$ cat src/rtl/apb_master_arbiter_if.sv
// apb_master_arbiter_if: requester-side and APB-side signal bundle for apb_master_arbiter
//   master modport (arbiter view): mN_valid/write/addr/wdata/strb/prot in, mN_done/rdata/err out,
//   PSEL/PENABLE/PWRITE/PADDR/PWDATA/PSTRB/PPROT out, PRDATA/PREADY/PSLVERR in.
//   slave modport: the opposite directions, for whatever sits around the arbiter.
interface apb_master_arbiter_if #(
  parameter int ADDR_WIDTH = 16,
  parameter int DATA_WIDTH = 32
);
  logic                  m0_valid, m0_write, m0_done, m0_err;
  logic [ADDR_WIDTH-1:0] m0_addr;
  logic [DATA_WIDTH-1:0] m0_wdata, m0_rdata;
  logic [3:0]            m0_strb;
  logic [2:0]            m0_prot;
  logic                  m1_valid, m1_write, m1_done, m1_err;
  logic [ADDR_WIDTH-1:0] m1_addr;
  logic [DATA_WIDTH-1:0] m1_wdata, m1_rdata;
  logic [3:0]            m1_strb;
  logic [2:0]            m1_prot;
  logic [3:0]            PSEL;
  logic                  PENABLE, PWRITE, PREADY, PSLVERR;
  logic [ADDR_WIDTH-1:0] PADDR;
  logic [DATA_WIDTH-1:0] PWDATA, PRDATA;
  logic [3:0]            PSTRB;
  logic [2:0]            PPROT;
  modport master (
    input  m0_valid, m0_write, m0_addr, m0_wdata, m0_strb, m0_prot,
    output m0_done, m0_rdata, m0_err,
    input  m1_valid, m1_write, m1_addr, m1_wdata, m1_strb, m1_prot,
    output m1_done, m1_rdata, m1_err,
    output PSEL, PENABLE, PWRITE, PADDR, PWDATA, PSTRB, PPROT,
    input  PRDATA, PREADY, PSLVERR
  );
  modport slave (
    output m0_valid, m0_write, m0_addr, m0_wdata, m0_strb, m0_prot,
    input  m0_done, m0_rdata, m0_err,
    output m1_valid, m1_write, m1_addr, m1_wdata, m1_strb, m1_prot,
    input  m1_done, m1_rdata, m1_err,
    input  PSEL, PENABLE, PWRITE, PADDR, PWDATA, PSTRB, PPROT,
    output PRDATA, PREADY, PSLVERR
  );
endinterface

$ cat src/rtl/apb_master_arbiter.sv
// apb_master_arbiter: two-requester round-robin APB master with slave decode and ACCESS timeout
//   PCLK   clock, PRESET synchronous active-high reset
//   bus    apb_master_arbiter_if.master: requester handshakes (m0/m1) and the shared APB bus
module apb_master_arbiter #(
  parameter int         ADDR_WIDTH     = 16,
  parameter int         DATA_WIDTH     = 32,
  parameter logic [3:0] SLAVE_EN       = 4'b0011,
  parameter int         TIMEOUT_CYCLES = 16
) (
  input logic                  PCLK,
  input logic                  PRESET,
  apb_master_arbiter_if.master bus
);
  localparam int CW = TIMEOUT_CYCLES > 1 ? $clog2(TIMEOUT_CYCLES) : 1;
  localparam logic [CW-1:0] LAST = CW'(TIMEOUT_CYCLES - 1);
  typedef enum logic [1:0] {IDLE, SETUP, ACCESS} state_t;
  state_t                r_state, w_next;
  logic                  r_grant, r_last, r_err, r_penable, r_pwrite;
  logic [CW-1:0]         r_cnt;
  logic [1:0]            r_done;
  logic [DATA_WIDTH-1:0] r_rdata, r_pwdata;
  logic [ADDR_WIDTH-1:0] r_paddr;
  logic [3:0]            r_psel, r_pstrb;
  logic [2:0]            r_pprot;
  logic                  w_e0, w_e1, w_any, w_pick, w_hit, w_start, w_bad, w_to, w_fin;
  logic                  w_write, w_err, w_penable;
  logic [ADDR_WIDTH-1:0] w_addr;
  logic [1:0]            w_idx, w_done;
  logic [DATA_WIDTH-1:0] w_rdata;
  logic [3:0]            w_psel;
  // a requester whose done is high this cycle is not eligible, so it cannot be re-granted
  assign w_e0    = bus.m0_valid & ~r_done[0];
  assign w_e1    = bus.m1_valid & ~r_done[1];
  assign w_any   = w_e0 | w_e1;
  assign w_pick  = (w_e0 & w_e1) ? ~r_last : w_e1;
  assign w_addr  = w_pick ? bus.m1_addr : bus.m0_addr;
  assign w_write = w_pick ? bus.m1_write : bus.m0_write;
  assign w_idx   = w_addr[ADDR_WIDTH-1 -: 2];
  assign w_hit   = SLAVE_EN[w_idx];
  assign w_start = r_state == IDLE && w_any && w_hit;
  assign w_bad   = r_state == IDLE && w_any && !w_hit;
  // r_cnt counts completed wait cycles, so reaching LAST with PREADY low is the final allowed one
  assign w_to    = TIMEOUT_CYCLES != 0 && r_cnt == LAST && !bus.PREADY;
  assign w_fin   = r_state == ACCESS && (bus.PREADY || w_to);
  always_ff @(posedge PCLK) r_state <= PRESET ? IDLE : w_next;
  always_comb
    w_next = r_state == IDLE ? (w_start ? SETUP : IDLE) :
             r_state == SETUP ? ACCESS : (w_fin ? IDLE : ACCESS);
  always_comb begin
    w_done    = w_fin ? (r_grant ? 2'b10 : 2'b01) : w_bad ? (w_pick ? 2'b10 : 2'b01) : 2'b00;
    w_err     = w_bad || (w_fin && (!bus.PREADY || bus.PSLVERR));
    w_rdata   = (w_fin && bus.PREADY && !r_pwrite) ? bus.PRDATA : '0;
    w_psel    = w_start ? 4'b0001 << w_idx : w_fin ? 4'b0000 : r_psel;
    w_penable = r_state == SETUP ? 1'b1 : w_fin ? 1'b0 : r_penable;
  end
  always_ff @(posedge PCLK) begin
    if (PRESET) begin
      r_grant   <= 1'b0;
      r_last    <= 1'b1;
      r_cnt     <= '0;
      r_done    <= '0;
      r_err     <= 1'b0;
      r_rdata   <= '0;
      r_psel    <= '0;
      r_penable <= 1'b0;
      r_pwrite  <= 1'b0;
      r_paddr   <= '0;
      r_pwdata  <= '0;
      r_pstrb   <= '0;
      r_pprot   <= '0;
    end else begin
      r_done    <= w_done;
      r_err     <= w_err;
      r_rdata   <= w_rdata;
      r_psel    <= w_psel;
      r_penable <= w_penable;
      r_cnt     <= r_state == ACCESS ? r_cnt + 1'b1 : '0;
      if (w_start || w_bad) r_last <= w_pick;
      if (w_start) begin
        r_grant  <= w_pick;
        r_pwrite <= w_write;
        r_paddr  <= w_addr;
        r_pwdata <= w_pick ? bus.m1_wdata : bus.m0_wdata;
        r_pstrb  <= w_write ? (w_pick ? bus.m1_strb : bus.m0_strb) : 4'b0000;
        r_pprot  <= w_pick ? bus.m1_prot : bus.m0_prot;
      end
    end
  end
  assign bus.m0_done  = r_done[0];
  assign bus.m1_done  = r_done[1];
  assign bus.m0_err   = r_done[0] & r_err;
  assign bus.m1_err   = r_done[1] & r_err;
  assign bus.m0_rdata = r_done[0] ? r_rdata : '0;
  assign bus.m1_rdata = r_done[1] ? r_rdata : '0;
  assign bus.PSEL     = r_psel;
  assign bus.PENABLE  = r_penable;
  assign bus.PWRITE   = r_pwrite;
  assign bus.PADDR    = r_paddr;
  assign bus.PWDATA   = r_pwdata;
  assign bus.PSTRB    = r_pstrb;
  assign bus.PPROT    = r_pprot;
endmodule

$ cat src/flat_wrapper.sv
// flat-port wrapper written by rule: the top's interface ports become plain ports
module apb_master_arbiter_flat 
#(
  parameter int         ADDR_WIDTH     = 16,
  parameter int         DATA_WIDTH     = 32,
  parameter logic [3:0] SLAVE_EN       = 4'b0011,
  parameter int         TIMEOUT_CYCLES = 16
)
  (PCLK, PRESET, bus_m0_valid, bus_m0_write, bus_m0_addr, bus_m0_wdata, bus_m0_strb, bus_m0_prot, bus_m0_done, bus_m0_rdata, bus_m0_err, bus_m1_valid, bus_m1_write, bus_m1_addr, bus_m1_wdata, bus_m1_strb, bus_m1_prot, bus_m1_done, bus_m1_rdata, bus_m1_err, bus_PSEL, bus_PENABLE, bus_PWRITE, bus_PADDR, bus_PWDATA, bus_PSTRB, bus_PPROT, bus_PRDATA, bus_PREADY, bus_PSLVERR);
  apb_master_arbiter_if #(.ADDR_WIDTH(ADDR_WIDTH), .DATA_WIDTH(DATA_WIDTH)) bus_i ();
  input logic PCLK;
  input logic PRESET;
  input wire logic [$bits(bus_i.m0_valid)-1:0] bus_m0_valid;
  input wire logic [$bits(bus_i.m0_write)-1:0] bus_m0_write;
  input wire logic [$bits(bus_i.m0_addr)-1:0] bus_m0_addr;
  input wire logic [$bits(bus_i.m0_wdata)-1:0] bus_m0_wdata;
  input wire logic [$bits(bus_i.m0_strb)-1:0] bus_m0_strb;
  input wire logic [$bits(bus_i.m0_prot)-1:0] bus_m0_prot;
  output wire logic [$bits(bus_i.m0_done)-1:0] bus_m0_done;
  output wire logic [$bits(bus_i.m0_rdata)-1:0] bus_m0_rdata;
  output wire logic [$bits(bus_i.m0_err)-1:0] bus_m0_err;
  input wire logic [$bits(bus_i.m1_valid)-1:0] bus_m1_valid;
  input wire logic [$bits(bus_i.m1_write)-1:0] bus_m1_write;
  input wire logic [$bits(bus_i.m1_addr)-1:0] bus_m1_addr;
  input wire logic [$bits(bus_i.m1_wdata)-1:0] bus_m1_wdata;
  input wire logic [$bits(bus_i.m1_strb)-1:0] bus_m1_strb;
  input wire logic [$bits(bus_i.m1_prot)-1:0] bus_m1_prot;
  output wire logic [$bits(bus_i.m1_done)-1:0] bus_m1_done;
  output wire logic [$bits(bus_i.m1_rdata)-1:0] bus_m1_rdata;
  output wire logic [$bits(bus_i.m1_err)-1:0] bus_m1_err;
  output wire logic [$bits(bus_i.PSEL)-1:0] bus_PSEL;
  output wire logic [$bits(bus_i.PENABLE)-1:0] bus_PENABLE;
  output wire logic [$bits(bus_i.PWRITE)-1:0] bus_PWRITE;
  output wire logic [$bits(bus_i.PADDR)-1:0] bus_PADDR;
  output wire logic [$bits(bus_i.PWDATA)-1:0] bus_PWDATA;
  output wire logic [$bits(bus_i.PSTRB)-1:0] bus_PSTRB;
  output wire logic [$bits(bus_i.PPROT)-1:0] bus_PPROT;
  input wire logic [$bits(bus_i.PRDATA)-1:0] bus_PRDATA;
  input wire logic [$bits(bus_i.PREADY)-1:0] bus_PREADY;
  input wire logic [$bits(bus_i.PSLVERR)-1:0] bus_PSLVERR;
  assign bus_i.m0_valid = bus_m0_valid;
  assign bus_i.m0_write = bus_m0_write;
  assign bus_i.m0_addr = bus_m0_addr;
  assign bus_i.m0_wdata = bus_m0_wdata;
  assign bus_i.m0_strb = bus_m0_strb;
  assign bus_i.m0_prot = bus_m0_prot;
  assign bus_m0_done = bus_i.m0_done;
  assign bus_m0_rdata = bus_i.m0_rdata;
  assign bus_m0_err = bus_i.m0_err;
  assign bus_i.m1_valid = bus_m1_valid;
  assign bus_i.m1_write = bus_m1_write;
  assign bus_i.m1_addr = bus_m1_addr;
  assign bus_i.m1_wdata = bus_m1_wdata;
  assign bus_i.m1_strb = bus_m1_strb;
  assign bus_i.m1_prot = bus_m1_prot;
  assign bus_m1_done = bus_i.m1_done;
  assign bus_m1_rdata = bus_i.m1_rdata;
  assign bus_m1_err = bus_i.m1_err;
  assign bus_PSEL = bus_i.PSEL;
  assign bus_PENABLE = bus_i.PENABLE;
  assign bus_PWRITE = bus_i.PWRITE;
  assign bus_PADDR = bus_i.PADDR;
  assign bus_PWDATA = bus_i.PWDATA;
  assign bus_PSTRB = bus_i.PSTRB;
  assign bus_PPROT = bus_i.PPROT;
  assign bus_i.PRDATA = bus_PRDATA;
  assign bus_i.PREADY = bus_PREADY;
  assign bus_i.PSLVERR = bus_PSLVERR;
  apb_master_arbiter #(.ADDR_WIDTH(ADDR_WIDTH), .DATA_WIDTH(DATA_WIDTH), .SLAVE_EN(SLAVE_EN), .TIMEOUT_CYCLES(TIMEOUT_CYCLES)) u_core (.PCLK(PCLK), .PRESET(PRESET), .bus(bus_i));
endmodule
$ cat config.mk
export PLATFORM = sky130hd
export DESIGN_NAME = apb_master_arbiter_flat
export DESIGN_NICKNAME = d
export VERILOG_FILES = /design/src/rtl/apb_master_arbiter_if.sv /design/src/rtl/apb_master_arbiter.sv /design/src/flat_wrapper.sv
export SDC_FILE = /design/constraint.sdc
export NUM_CORES = 1
export LEC_CHECK = 0
export ABC_AREA = 1
export CAP_MARGIN = 10
export CORE_UTILIZATION = 34
export DETAILED_ROUTE_END_ITERATION = 16
export PLACE_DENSITY = 0.76
export SLEW_MARGIN = 10
export SYNTH_ARGS = -nofsm -noshare
export SYNTH_HDL_FRONTEND = slang
export SYNTH_SLANG_ARGS = --single-unit
$ cat constraint.sdc
create_clock -name PCLK -period 1.3 [get_ports PCLK]
set_input_delay 0.39 -clock PCLK [delete_from_list [all_inputs] [get_ports PCLK]]
set_output_delay 0.39 -clock PCLK [all_outputs]
set_load 0.1 [all_outputs]
cell_classes.png
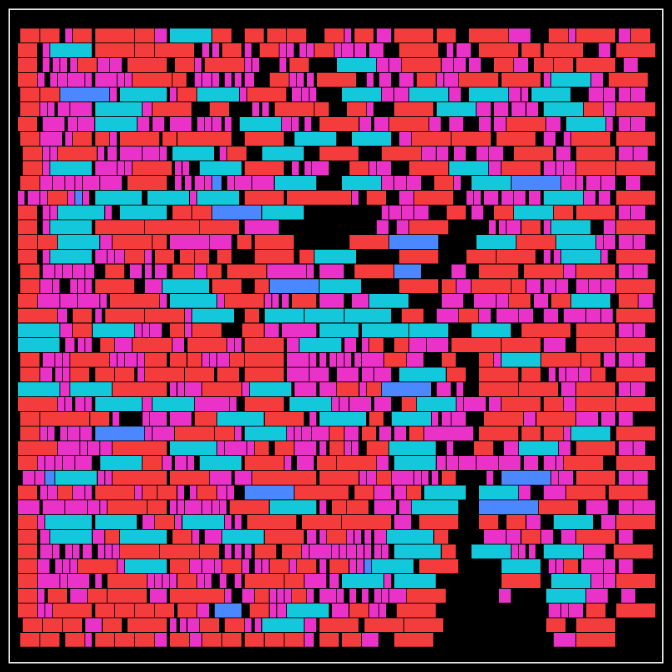
- flip-flops: cyan (cells 104; share of their area 19%)
- all other logic: magenta (cells 603; share of their area 31%)
- other buffers and delay cells: red (cells 370; share of their area 47%)
- clock drivers and dummy loads: blue (cells 16; share of their area 2.6%)

gate_families.png
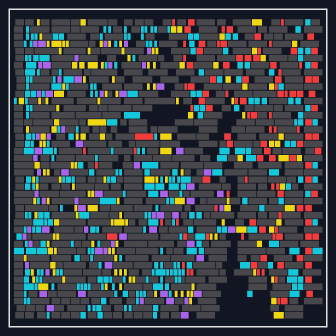
- NOR gates: yellow (cells 144; most used nor2_1; where spread over the die)
- inverters: red (cells 113; most used clkinvlp_4)
- NAND gates: cyan (cells 278; most used nand2_1; where spread over the die)
- inverting AOI/OAI gates: purple (cells 66; most used o21ai_1)

==> run notes <==
Observations from the implementation run.

Synthesis:
- The run gives the count of warnings emitted by yosys as 0.
- The run puts the mapped cell area at 4760 µm².
- Per the Yosys statistics, synthesis produced 748 cells.
- The synthesized netlist handed to floorplanning was reported with a cell count of 748.
- Per the synthesis report, the single largest cell type by area occupies 43.74% of cell area.
- The run puts the register area share after synthesis at 43.74%.
- The run puts the average cell area after synthesis at 6.363 µm².
- The run puts the net count after synthesis at 899.
- The run puts the number of distinct standard cells referenced by the synthesized netlist at 27.
- The run gives the synthesis area per yosys as 4760 µm².

Timing:
- The run puts the smallest setup slack after layout at -0.5471 ns.
- The last timing report of the flow puts the setup violation total at 184.
- Derived from the worst setup path, the maximum achievable clock frequency is 0.5414 GHz.
- The run puts the post-route setup TNS at -52.79 ns.
- Counting pins that exceed their max-slew limit in the final report gives 0.

Placement:
- The run gives the final weighted congestion in routability-driven placement as 0.8284.
- Per the detailed placement report, the placed cell area equals 9718 µm².
- The placement report lists the number of port buffers as 278.

Layout:
- In this run the layout overhead on the synthesized area is reported as 145.2%.
- The run gives the layout cell share with drive strength beyond 1 as 54.44%.
- The run gives the net total in the final layout as 1,239.

Drt:
- The run gives the total detailed-routing wirelength as 25.79 mm.
- The run puts the via density per instance at 5.135.
- The run gives the remaining antenna violation count as 0.
- The first detailed-routing pass took 6 iterations.
- The run puts the total number of vias at 6,522.
- The run gives the residual DRC count as 0.

Power and ir drop:
- The leakage component of the power was reported as 0.005013 µW.
- The run puts the power density normalized to cell area at 1143 nW/µm².

CTS:
- Looking at the clock tree report, the root buffer type is clkbuf_16.
- TritonCTS built the clock tree.
- CTS built an H-tree with a depth of 3.
- The run puts the deepest clock path buffer count at 2.
- The skew report gives the latency at the later pin of the worst-skew pair as 0.36 ns.
- The run puts the number of clock buffers inserted by TritonCTS at 9.

Flow run:
- Warnings raised by the tools during the run amount to 29.
- The run puts the number of violations of the max-capacitance limit at 0.

Status:
- The checks that failed: setup timing.
- The flow ran to the end, but the final reports show violations.

Global route:
- The run puts the initial antenna violation count at 1.
- Overall routing resource usage recorded by global route was 27.87%.
- The run puts the overall overflow remaining after global route at 0.
- The run gives the maximum number of pins on one net before global-route repair as 39.

Setup path:
- The worst setup path is launched from a flip-flop.
- For the worst setup path, the data arrival time is 2.09 ns.
- The run puts the maximum single-stage delay on the critical path at 0.39 ns.
- The run gives the critical path required time as 1.54 ns.
- Among cell families on the critical path, the largest total delay comes from buffers and inverters.

Die:
- The run puts the fraction of the core area occupied by cells at floorplan at 35.38%.
- The run gives the core region area as 13,450 µm².
- The floorplan has 42 rows.
- The run puts the vertical extent of the die at 120.3 µm.
- The run puts the width of the chip at 120.3 µm.

Hold path:
- The run gives the classification of the worst-slack hold path as flip-flop to flip-flop.
clock_map.png
Scale bar: 20 µm.
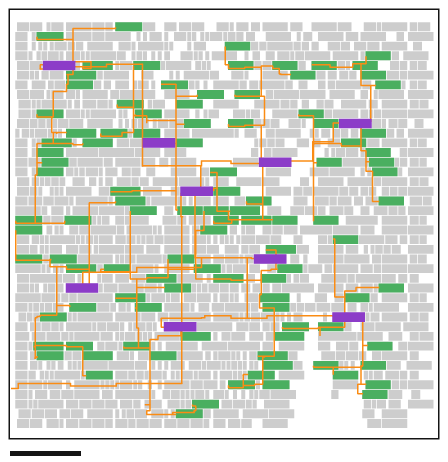
- flip-flops: green (count 104)
- clock wires: orange (length 1,400 µm)
- cells driving clock nets: purple (count 9)
- routed clock nets: 10
- flops lie: spread over the die
clock network power: 2840 µW
Final Skew: 0.008520 ns

layout make-up:
class                      instances  area [µm²]
clock inverter                     3       40.04
timing repair buffer             370        5354
tap                              176       220.2
multi-input combinational        490        2877
clock buffer                      13       260.3
sequential                       104        2217
fill                             606        1780
antenna                            1       2.502
inverter                         113       701.9
cell families after synthesis:
family / Yosys count / synth area share, %
flops: 104 / 43.74
simple gates: 423 / 35.30
compound gates: 66 / 7.098
fa+ha+maj: 1 / 0.2628
buf+inv: 154 / 13.59
registers in the layout, summed over array words and instances (netlist names), 2 cells and up:
signal	flops
u_core.bus.PADDR	16
u_core.bus.PPROT	3
u_core.bus.PSEL	4
u_core.bus.PSTRB	4
u_core.bus.PWDATA	32
u_core.r_cnt	4
u_core.r_done	2
u_core.r_rdata	32
u_core.r_state	2
power breakdown:
group	total (µW)	switching (µW)	internal, µW	leakage (µW)
Combinational	6580	3860	2720	0.00398
Sequential	3920	374	3550	0.000881
Clock	2840	1250	1600	0.000150
timing repair:
item | in CTS | in global routing
endpoints found under the setup margin | 168 | 222
hold buffers | 0 | 0
gates resized | 64 | 223
pin swaps | 20 | 79
cloned | 11 | 9
buffers inserted | 8 | 35
placed cells by master, fill, tap and decap left out, drive strengths merged, types with 2 or more instances in the layout:
| master | n |
|---|---|
| nand2 | 268 |
| buf | 212 |
| clkdlybuf4s50 | 147 |
| nor2 | 141 |
| dfxtp | 104 |
| clkinvlp | 66 |
| o21ai | 50 |
| inv | 45 |
| clkbuf | 20 |
| a21oi | 13 |
| nand3 | 10 |
| clkinv | 4 |
| nor3b | 3 |
| bufbuf | 2 |
per-stage QoR:
step           hold slack [ns]  utilization [%]  power [µW]  std cells
3_3_place_gp            0.4511            72.24        8925       1195
3_5_place_dp            0.4538            72.24        8990       1195
2_1_floorplan           0.4175                -        6884        748
4_1_cts                 0.4629            78.94       12320       1230
6_report                0.4985            86.77       13340       1270
5_1_grt                 0.5197            86.77       13700       1270
cell usage after synthesis, drive strengths merged:
cell    number
a21oi       13
clkinv       2
o21bai       1
ha           1
inv        111
a21boi       1
buf         28
clkbuf      13
dfxtp      104
nand3       10
o211ai       1
o21ai       50
nand2      268
nor3b        3
nor2       141
or3          1
worst paths after layout:
| path | from | endpoint | slack (ns) | cells after the start |
|---|---|---|---|---|
| hold / removal | u_core.bus.PADDR[11]$_SDFFE_PP0P_ | u_core.bus.PADDR[11]$_SDFFE_PP0P_ | 0.50 | 2 |
| setup / recovery | u_core.r_done[1]$_SDFF_PP0_ | u_core.bus.PADDR[8]$_SDFFE_PP0P_ | -0.55 | 11 |
| hold reg to reg | u_core.bus.PADDR[11]$_SDFFE_PP0P_ | u_core.bus.PADDR[11]$_SDFFE_PP0P_ | 0.50 | 2 |
| setup reg to reg | u_core.r_done[1]$_SDFF_PP0_ | u_core.bus.PADDR[8]$_SDFFE_PP0P_ | -0.55 | 11 |
per-layer routing:
metal,wire length (µm),up-vias,track usage [%]
li1,-,2885,-
met1,8497,3016,28.11
met2,12870,474,51.94
met3,2796,147,10.85
met4,1632,0,9.259
met5,0,-,0
worst min-delay path: cells and delay by family (launching register included):
family | cells | cell delay, ns
DFF | 1 | 0.35
and+or+nand+nor | 2 | 0.11
Power is estimated from default activity; no workload was simulated.
